$ cat config.mk
export PLATFORM = sky130hd
export DESIGN_NAME = pipe_stall_regs
export DESIGN_NICKNAME = d
export VERILOG_FILES = /design/src/rtl/pipe_pkg.sv /design/src/rtl/sat_counter.sv /design/src/rtl/pipe_stall_regs.sv
export SDC_FILE = /design/constraint.sdc
export NUM_CORES = 1
export LEC_CHECK = 0
export CAP_MARGIN = 10
export CORE_AREA = 8 8 157 159
export CTS_BUF_LIST = sky130_fd_sc_hd__clkbuf_8
export DETAILED_ROUTE_END_ITERATION = 10
export DIE_AREA = 0 0 165 167
export PLACE_DENSITY = 0.72
export SLEW_MARGIN = 25
export SYNTH_ARGS = -nofsm -noshare
export SYNTH_HDL_FRONTEND = slang
export SYNTH_SLANG_ARGS = --single-unit
$ cat constraint.sdc
create_clock -name clk -period 3.2 [get_ports clk]
set_input_delay 0.8 -clock clk [delete_from_list [all_inputs] [get_ports clk]]
set_output_delay 0.8 -clock clk [all_outputs]
set_load 0.05 [all_outputs]
$ cat src/rtl/pipe_pkg.sv
// Shared definitions for the IF/ID and ID/EX pipeline registers:
// NOP encodings, control-bundle bit positions and the register-index type.
package pipe_pkg;

    localparam int CTRL_BITS = 10;

    // sll $0,$0,0 -- the canonical MIPS NOP
    localparam logic [31:0]          NOP_INSTR = 32'h0000_0000;
    // All-zero control bundle: no write, no memory access, no branch
    localparam logic [CTRL_BITS-1:0] CTRL_NOP  = '0;

    // Bit positions inside the ID control bundle
    localparam int CTRL_REGDST_BIT   = 0;
    localparam int CTRL_ALUSRC_BIT   = 1;
    localparam int CTRL_MEMTOREG_BIT = 2;
    localparam int CTRL_MEMREAD_BIT  = 3;
    localparam int CTRL_MEMWRITE_BIT = 4;
    localparam int CTRL_REGWRITE_BIT = 5;
    localparam int CTRL_BRANCH_BIT   = 6;
    localparam int CTRL_ALUOP0_BIT   = 7;
    localparam int CTRL_ALUOP1_BIT   = 8;
    localparam int CTRL_JUMP_BIT     = 9;

    typedef logic [4:0] regidx_t;

endpackage

$ cat src/rtl/sat_counter.sv
// Enabled up-counter that sticks at its all-ones value instead of wrapping.
module sat_counter #(
    parameter int W = 16
) (
    input  logic         clk,
    input  logic         rst,
    input  logic         en,
    output logic [W-1:0] count
);

    // Count enabled edges, holding once the maximum value is reached
    always_ff @(posedge clk) begin
        // NOTE: reset is sampled on the clock edge (synchronous), and all state
        // updates use non-blocking assignments so every flop sees pre-edge values.
        if (rst) begin
            count <= '0;
        end else if (en && (count != '1)) begin
            count <= count + W'(1);
        end
    end

endmodule

$ cat src/rtl/pipe_stall_regs.sv
// IF/ID and ID/EX pipeline registers of the 5-stage MIPS core, driven by the
// load-use hazard detector (PCWrite/IFIDWrite/stall), the ID branch flush and
// the global cache-miss freeze, plus saturating stall/flush event counters.
module pipe_stall_regs
    import pipe_pkg::*;
#(
    parameter int DATA_W      = 32,
    parameter int CTRL_W      = 10,
    parameter int MEMREAD_BIT = 3,
    parameter int CNT_W       = 16
) (
    input  logic              clk,
    input  logic              rst,
    input  logic [DATA_W-1:0] if_pc4,
    input  logic [DATA_W-1:0] if_instr,
    input  logic              PCWrite,
    input  logic              IFIDWrite,
    input  logic              stall,
    input  logic              flush,
    input  logic              mem_stall,
    input  logic [CTRL_W-1:0] id_ctrl,
    input  logic [DATA_W-1:0] id_rs_data,
    input  logic [DATA_W-1:0] id_rt_data,
    input  logic [DATA_W-1:0] id_imm,
    input  regidx_t           id_rs,
    input  regidx_t           id_rt,
    input  regidx_t           id_rd,
    output logic              pc_en,
    output logic [DATA_W-1:0] ifid_pc4,
    output logic [DATA_W-1:0] ifid_instr,
    output logic [CTRL_W-1:0] idex_ctrl,
    output logic [DATA_W-1:0] idex_rs_data,
    output logic [DATA_W-1:0] idex_rt_data,
    output logic [DATA_W-1:0] idex_imm,
    output regidx_t           idex_rs,
    output regidx_t           idex_rt,
    output regidx_t           idex_rd,
    output logic              IDEX_MemRead,
    output regidx_t           IDEX_RegRt,
    output logic [CNT_W-1:0]  stall_cnt,
    output logic [CNT_W-1:0]  flush_cnt
);

    // A load-use stall wins over a flush: the branch operands are not valid
    // yet, so the branch re-resolves next cycle.
    logic flush_q;
    assign flush_q = flush & ~stall;

    // PC advances only when the hazard detector allows it and no cache miss
    assign pc_en = PCWrite & ~mem_stall;

    // IF/ID: freeze > hold > flush to NOP > load
    always_ff @(posedge clk) begin
        if (rst) begin
            ifid_pc4   <= '0;
            ifid_instr <= DATA_W'(NOP_INSTR);
        end else if (!mem_stall && IFIDWrite) begin
            if (flush_q) begin
                ifid_pc4   <= '0;
                ifid_instr <= DATA_W'(NOP_INSTR);
            end else begin
                ifid_pc4   <= if_pc4;
                ifid_instr <= if_instr;
            end
        end
    end

    // ID/EX: freeze > bubble > load; the branch in ID is never flushed here
    always_ff @(posedge clk) begin
        if (rst) begin
            idex_ctrl    <= CTRL_W'(CTRL_NOP);
            idex_rs_data <= '0;
            idex_rt_data <= '0;
            idex_imm     <= '0;
            idex_rs      <= '0;
            idex_rt      <= '0;
            idex_rd      <= '0;
        end else if (!mem_stall) begin
            // Operand data loads even on a bubble; it is ignored under NOP control
            idex_rs_data <= id_rs_data;
            idex_rt_data <= id_rt_data;
            idex_imm     <= id_imm;
            if (stall) begin
                idex_ctrl <= CTRL_W'(CTRL_NOP);
                idex_rs   <= '0;
                idex_rt   <= '0;
                idex_rd   <= '0;
            end else begin
                idex_ctrl <= id_ctrl;
                idex_rs   <= id_rs;
                idex_rt   <= id_rt;
                idex_rd   <= id_rd;
            end
        end
    end

    // Feedback to the hazard detector comes from registered ID/EX state, so a
    // bubble releases the stall after exactly one cycle.
    assign IDEX_MemRead = idex_ctrl[MEMREAD_BIT];
    assign IDEX_RegRt   = idex_rt;

    sat_counter #(.W(CNT_W)) u_stall_cnt (
        .clk   (clk),
        .rst   (rst),
        .en    (stall & ~mem_stall),
        .count (stall_cnt)
    );

    sat_counter #(.W(CNT_W)) u_flush_cnt (
        .clk   (clk),
        .rst   (rst),
        .en    (flush_q & ~mem_stall),
        .count (flush_cnt)
    );

endmodule

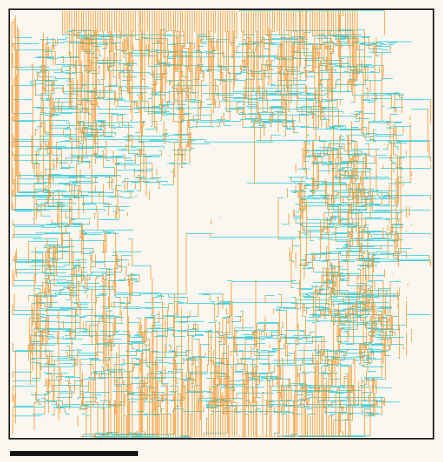
*Wiring by layer, run 1*
Scale bar: 50 um. Only two layers are drawn.
Key: met1 = cyan [wire length 11300 um]; met2 = orange [wire length 14600 um]
wire length after detailed routing: 29360 um
total global routing track utilization: 20.42%

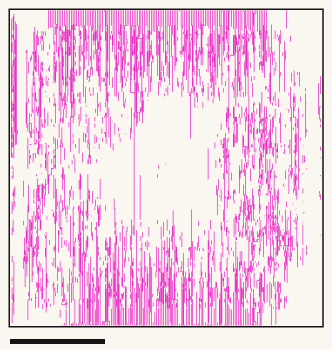
*M2 wires, run 1*
Scale bar: 50 um.
The layer carries 14600 um of wire. The layer holds 50% of the routed length. The longest straight run is 76.3 um.
global-route track usage on met2: 34.69%
total via count after detailed routing: 7570

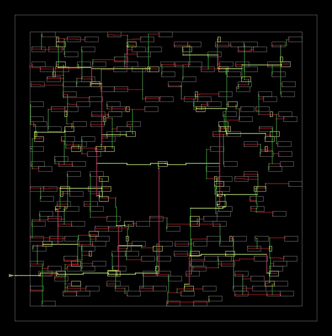
*Clock nets, run 1*
number of clock sinks seen by CTS: 217
sequential cells: 217
Fin Clk Skew: 0.009032 ns
clk latency late pin: 0.50 ns

==> reports/notes.md, run 1 <==
The run finished with clean final reports. Each instance of the synthesized netlist takes up on average 9.806 um2. Switching power: 1894 uW. After synthesis, the largest area contributor takes up 54.16% of total cell area. The tools report the number of cells in the yosys synthesis report as 818.

The main area contributors are dfxtp_1 54%, mux2i_1 12%, nor2_1 9.5%. The internal power was 4602 uW; the register share after synthesis was 54.16%. The largest delay contributor family on the critical path was buffers and inverters.

The final antenna diode tally reported by the flow is 0. STA on the placed design reports a worst setup slack of 0.4252 ns. The type of element launching the critical path was a flip-flop. The maximum ir drop on the vdd rail is 354.8 uV, and the cell area power density is 495.5 mW/mm2. The and-or/or-and share of the synthesized area was 11.75%; the number of warnings issued by yosys was 0.

The worst hold path was traced through 2 stages. Per STA, the worst path is made up of clkdlybuf4s50_1. In this run, placement finished with an instance count of 1467. Post-CTS timing repair inserted 0 buffers for setup. In this run, the synthesized area fraction spent on adder and majority cells is recorded as 0.3120%. The worst path uses 83.90% of the clock period.

The max-slew headroom at the worst pin was 28.62%; the remaining design rule violation count was 0. The synthesized design spends more area on one cell type than any other, namely dfxtp_1. Among all stages on the critical path, the largest delay is contributed by clkdlybuf4s50_1. The worst setup slack for register-to-register paths was 1.18 ns; the worst hold slack was 0.4939 ns.

The tools report the beginning of the worst register-to-register path as u_flush_cnt.count[7]. The run gives 0 for the post-cts hold buffer count. Counting flops with an async set or reset pin after synthesis yields a share of 0%.

The total buffers and inverters traversed by the critical path was 1. In this run the tool buffered the top-level ports with 415 buffer cells. The vertical extent of the die is 167 um. In this run, CTS created clock tree buffers numbering 40. The pin closest to its max-slew limit shows a slew of 1.071 ns. Total placed instance area: 0.01240 mm2.

For reference, the final report shows the max-slew violation count at 0. The most frequent logic cell in the layout was clkdlybuf4s50_1. The wire-length estimate of the detail-placed layout is 21640 um. Endpoints with negative setup slack in the final report add up to 0. Once layout is done, the placed cells without fillers occupy 0.01311 mm2. The fraction of power consumed by combinational cells is 19.2%, and the maximum root-to-sink buffer count is 3. For the count of fill cells added during filler insertion, the log shows 1901.

Max-capacitance violation count: 0. The hold-critical path endpoint was idex_rs_data[13]. The detailed-routing iteration count for the pre-antenna-repair pass came out at 6. TritonCTS built the clock tree. Dominant register cell: dfxtp_1. The run gives 2.685 ns for the clock period minus final worst setup slack.

The largest family of logic cells by area is simple AND/OR/NAND/NOR gates. The run gives 58.98% for the utilization of the core after routing. The script logs the ratio of routed vias to standard cells as 4.928. The worst setup path is captured at a primary output. Post-synthesis net count: 1012. The tools report the count of distinct cell types in the synthesized netlist as 42. On the reported timing paths, the clock transition at the registers reads 0.06 ns. RePlAce ended its routability-driven mode at a weighted congestion of 0.8186.

The number of logged tool warnings was 26. The top cell types in the final layout, fill and taps aside, are 412 x clkdlybuf4s50_1, 217 x dfxtp_1, 201 x nor2_1, 100 x mux2i_1, 89 x a22oi_1. In this run the worst path has a maximum fanout of 10. Setup repair after global routing left no endpoint under its margin.

The total number of H-tree levels came out at 2. Net count reported at finish: 1418. Per the log, the first TritonRoute iteration ended with a DRC count of 545.

In this run the cell area of the synthesized design comes to 0.008021 mm2. For this run, the number of standard cells in the final layout without fillers is 1536. The average wire per cell in the routed design came out at 19.11 um. The script computed the net switching share of total power as 29.15%. The overall die size recorded for this design is 0.02756 mm2.

The total chip power was 6495 uW. Per STA, the endpoint of the critical path is flush_cnt[6]. Per the GRT congestion report, total overflow comes to 0.

Counting flops and latches in the post-synthesis netlist gives 217. Worst endpoint data arrival time: 1.88 ns. At the floorplan stage, the core utilization is reported as 36.09%. Type of the most critical hold path: flip-flop to flip-flop. The number of flops mapped to enable cells by yosys came out at 0. After synthesis, the chip area reported by Yosys is 0.008021 mm2. In this run the layout overhead on the synthesized area is reported as 63.42%. In this run the critical register-to-register path is captured at u_flush_cnt.count[15]. Per the OpenROAD floorplan log, the width of the die is 165 um.

The share of power burned in registers came out at 44.4%. According to the timing report, the critical path is launched from u_flush_cnt.count[6]. The post-cts gate resize count came out at 0. The share of synthesized cell area in and, or, nand and nor gates is 16.33%.

The length in cells of the worst reg-to-reg path came out at 4. Among all cell types in the netlist, the one instantiated most often is dfxtp_1. The depth of the critical timing path with buffers and inverters included came out at 1. The final timing report gives a worst setup slack of 0.5151 ns. Summed over all failing endpoints, the final setup total negative slack is 0 ns. The count of nets left with antenna violations once routing finished came out at 0.
-- run 1: routing by layer --
metal	vias to the layer above	track usage, %	routed length (um)
met5	-	0	13
li1	3688	-	-
met2	290	34.69	14570
met4	2	6.152	621
met3	48	8.679	2872
met1	3542	22.59	11280
-- run 1: area by class of cell --
type                            instances  area [um2]  area share [%]
Timing Repair Buffer                  427        4269           32.57
Tap cell                              285       356.6           2.720
Clock buffer                           44       605.6           4.620
Clock inverter                         25       106.4          0.8113
Multi-Input combinational cell        532        3405           25.97
Inverter                                6       22.52          0.1718
Sequential cell                       217        4344           33.14
-- run 1: power by group through the flow --
stage	logic, uW	registers [uW]	clock network [uW]
global placement	1250	2940	0
detailed placement	1250	2940	0
floorplan	278	3350	0
finish	1250	2890	2360
global route	1310	2900	2580
CTS	1260	2890	2450
### PDN straps and rails, run 1

Scale bar: 50 um. Pins as bars on the die edge.
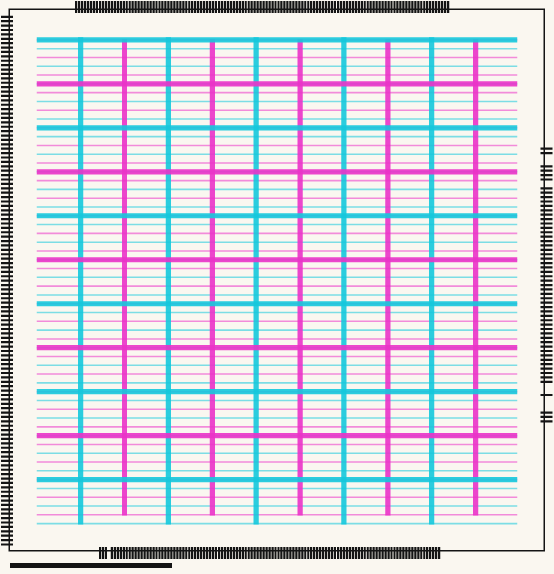

==> run 1 -> run 2 <==
CORE_AREA = 8 8 154 156   (was 8 8 157 159)
DIE_AREA = 0 0 162 164   (was 0 0 165 167)
PLACE_DENSITY = 0.74   (was 0.72)
clock period = 2.7 ns   (was 3.2 ns; I/O delays follow)
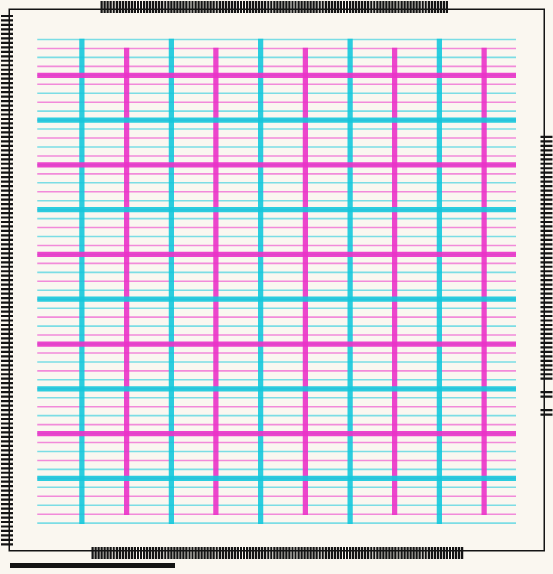
*PDN straps and rails, run 2*
Scale bar: 50 um. Pins as bars on the die edge.
Key: VDD = magenta; VSS = cyan
10 straps on met5. 55 met1 rails follow the rows. The core has 54 rows. 10 straps on met4. 416 signal pins sit on the boundary.
Max rail drop VDD: 449.1 uV
y dimension of the die: 164 um
area of the core region: 0.02135 mm2

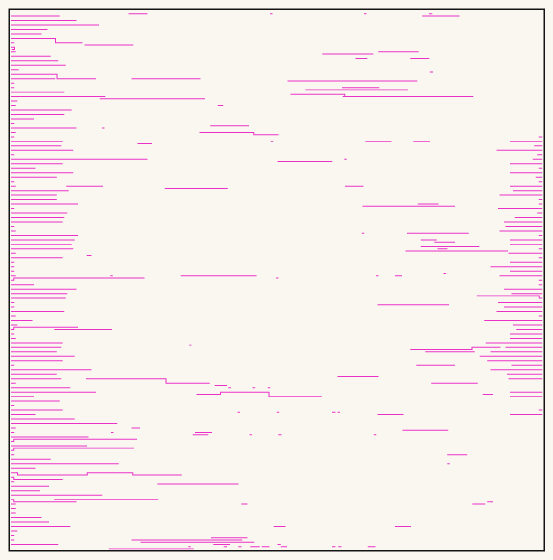
*M3 wires, run 2*
The layer carries 2900 um of wire. 224 nets have wire on it.
global-route met3 utilization: 8.647%
wire length after detailed routing: 28760 um
total via count after detailed routing: 7597

==> reports/notes.md, run 2 <==
The run finished with clean final reports. Counting the buffers created by CTS gives 39. Note that the worst hold path type here is flip-flop to flip-flop. The and-or/or-and share of the synthesized area is 11.75%. The number of cells reported by Yosys stat comes to 818.

A synthesized cell averages 9.806 um2. The total chip power is 7624 uW. The most common logic cell in the final layout is clkdlybuf4s50_1. The run gives 54.16% for the register share after synthesis.

The tools report the startpoint of the worst hold path as idex_rs_data[18]. The number of setup buffers added after CTS is 0. For the total setup violations reported at the end of the flow, the log shows 0. In this run, power in combinational logic comes to 1480 uW.

Cell type with the largest total area: dfxtp_1. The top cell types in the final layout, fill and taps aside, are 412 x clkdlybuf4s50_1, 217 x dfxtp_1, 201 x nor2_1, 100 x mux2i_1, 89 x a22oi_1. Once iteration 0 of detailed routing completed, the report listed 437 DRC markers.

The run gives 6.366% for the fraction of layout instances using a drive strength above 1. In this run the count of I/O pins placed on the die edge is 416. The count of nets left with antenna violations once routing finished came out at 0.

Per the synthesis report, the number of distinct cell types is 42. The commonest cells after synthesis are 217 x dfxtp_1, 202 x nor2_1, 100 x mux2i_1. After legalization and detailed placement, the total HPWL measured 21260 um. At the end of routability-driven placement, the weighted congestion stood at 0.7976. The worst setup path is launched from a flip-flop.

The DRC violation total left in the routed layout is recorded as 0. The clock network power reported by the tool is 2730 uW. The total number of H-tree levels was 2; the number of logged tool warnings was 26.

Summed over all nets, the switching power comes to 2175 uW. The final timing report lists clock skew as 0.01382 ns. Sorting the synthesis cell report by count puts at the top dfxtp_1. After synthesis, the chip area reported by Yosys is 0.008021 mm2. By area the synthesized netlist is led by dfxtp_1 54%, mux2i_1 12%, nor2_1 9.5%.

By startpoint and endpoint, the worst setup path is classified as flip-flop to primary output. Timing would allow up to 390.5 MHz. Before placement the cells fill 37.57% of the core. Counting every net in the synthesized netlist gives 1012. Startpoint of the most critical setup path: u_flush_cnt.count[6]. Share of the cycle needed by the critical path after routing: 94.85%. The met3 wire length is 2896 um, and the source-to-sink clock delay at the later pin of the worst-skew pair is 0.51 ns. The cell area power density was 582.8 mW/mm2; the number of instances in the synthesized netlist was 818.

Share of synthesized cell area in and, or, nand and nor gates: 16.33%. For the finished layout, the period the worst path requires is 2.561 ns. The largest delay contributor family on the critical path is buffers and inverters. In the detailed route, the total length drawn on met2 is 13940 um.

The area fraction of the largest cell type after synthesis is 54.16%. TritonCTS built the clock tree. The internal power was 5449 uW; the required time of the critical path was 2.03 ns. After Yosys synthesis, full adders, half adders and majority gates account for 0.3120% of the synthesized area. The global routing report lists met2 layer usage as 33.74%.

After filler insertion, the fill cell instance count of the layout stands at 1848. The run gives 217 for the flop and latch count out of synthesis. The run gives 0.1391 ns as the worst setup margin. The final layout contains 1418 nets.

The startpoint identified for the worst register-to-register timing path is u_flush_cnt.count[7]. The transition time recorded at the tightest slew-check pin is 0.9127 ns. Number of hold violations in the final report: 0. The report puts the hold buffer count at CTS at 0. The overall track demand over capacity in global routing came out at 20.21%.

Adding up every negative setup slack in the final design gives 0 ns. The report lists the number of cells resized after CTS as 0. Number of warnings issued by yosys: 0.

Checking max transition, the worst relative margin is 39.16%. The tools report the worst endpoint data arrival time as 1.89 ns. Per the post-CTS timing run, clock transition at the registers of the reported paths is 0.05 ns. For the utilization of the core after routing, the log shows 61.27%.

Global routing put the most usage on met2. For this run, global-route usage on met1 was measured as 22.09%. With the maximum root-to-sink buffer count at 3, the overall overflow remaining after global route is 0. The share of power burned in registers was 44.9%; the post-route cell area was 0.01308 mm2.

The largest family of logic cells by area is simple AND/OR/NAND/NOR gates. Worst hold slack: 0.4896 ns. For this design, the sink count on the clock tree is 217. The largest net degree at the start of global routing is 83.

The worst setup path is captured at a primary output. Setup repair after global routing left no endpoint under its margin. The analysis attributes to cell leakage a power of 0.005139 uW. Proportion of synthesized area in mux cells: 13.74%. The largest power group was registers. Per the breakdown, switching nets consume 28.53% of all power. The count of buffers added on input and output ports is 415. Routed signal wires occupy layers up through met4. The run gives 0 for the max-capacitance violation count. The summed instance area of the synthesized netlist is 0.008021 mm2. Using the TritonRoute via totals, the vias-per-cell ratio works out to 4.991. The run gives 0 for the number of max-slew violations in the final report.

The tools report the placed cell count as 1463. For the detailed-routing iteration count for the pre-antenna-repair pass, the log shows 5. The critical path goes through clkdlybuf4s50_1.

The horizontal die dimension reported for this design is 162 um. In the per-layer breakdown of the detailed-route log, met1 shows 10820 um. Leaving out filler cells and counting taps, the final layout contains 1522. With the total die size at 0.02657 mm2, the total placed instance area is 0.01241 mm2. The largest individual stage delay along the critical path comes from the cell clkdlybuf4s50_1. With the synthesized-area fraction occupied by xor and xnor cells at 0.1092%, the total buffers and inverters traversed by the critical path is 1.

Setup slack on the worst path after placement came out at -0.003845 ns. The run gives 1 as the initial antenna violation count. The wire length of the first global-routing pass came out at 42630 um. The synthesis report gives the async set-or-reset register share as 0%.

The clock network burns 35.7% of the power. The tools report the cell chosen for the clock root as clkbuf_8. Yosys mapped a number of flops with a built-in enable equal to 0. Looking at the cell usage after synthesis, the top flip-flop cell is dfxtp_1.

According to the floorplan log, the row count is 54. Looking at the power breakdown, combinational cells take 19.4% of the total. The run gives 10 for the top fanout value on the critical path.

For the sequential group, total power comes out at 3420 uW. After detailed routing, the average wire length per cell comes to 18.89 um. The tools report the via count of the first global-routing pass as 7601. The synthesis-to-layout area growth is 63.08%.

For this run, the slowest stage of the critical path takes 0.87 ns.
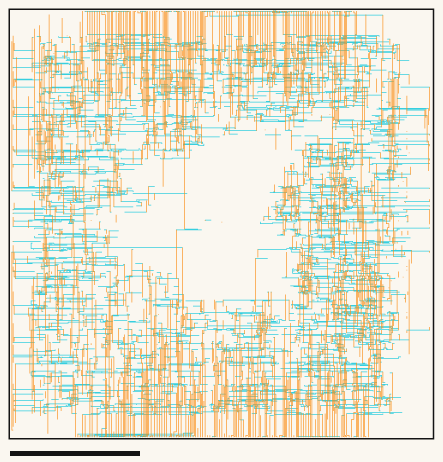
*Wiring by layer, run 2*
Scale bar: 50 um. Only two layers are drawn.
Key: met2 = orange [wire length 13900 um]; met1 = cyan [wire length 10800 um]

==> run 2: cell counts after synthesis <==
No cell type changed its count.
==> run 2: final timing paths <==
path,endpoint,slack (ns),depth (start not counted)
worst max-delay path,flush_cnt[6],0.14,1
worst min-delay path,idex_rs_data[18],0.49,2
worst max register to register,u_flush_cnt.count[15],0.65,4
worst min register to register,idex_rs_data[18],0.49,2
==> run 2: layout make-up <==
cell class / count / area (um2) / share of cell area [%]
Tap cell: 280 / 350.3 / 2.678
Timing Repair Buffer: 428 / 4289 / 32.79
Antenna cell: 1 / 2.502 / 0.01913
Clock buffer: 45 / 619.3 / 4.735
Multi-Input combinational cell: 532 / 3405 / 26.03
Inverter: 6 / 22.52 / 0.1722
Sequential cell: 217 / 4344 / 33.21
Clock inverter: 13 / 48.80 / 0.3730
No activity file was given, so power comes from the tool's default toggle rates.
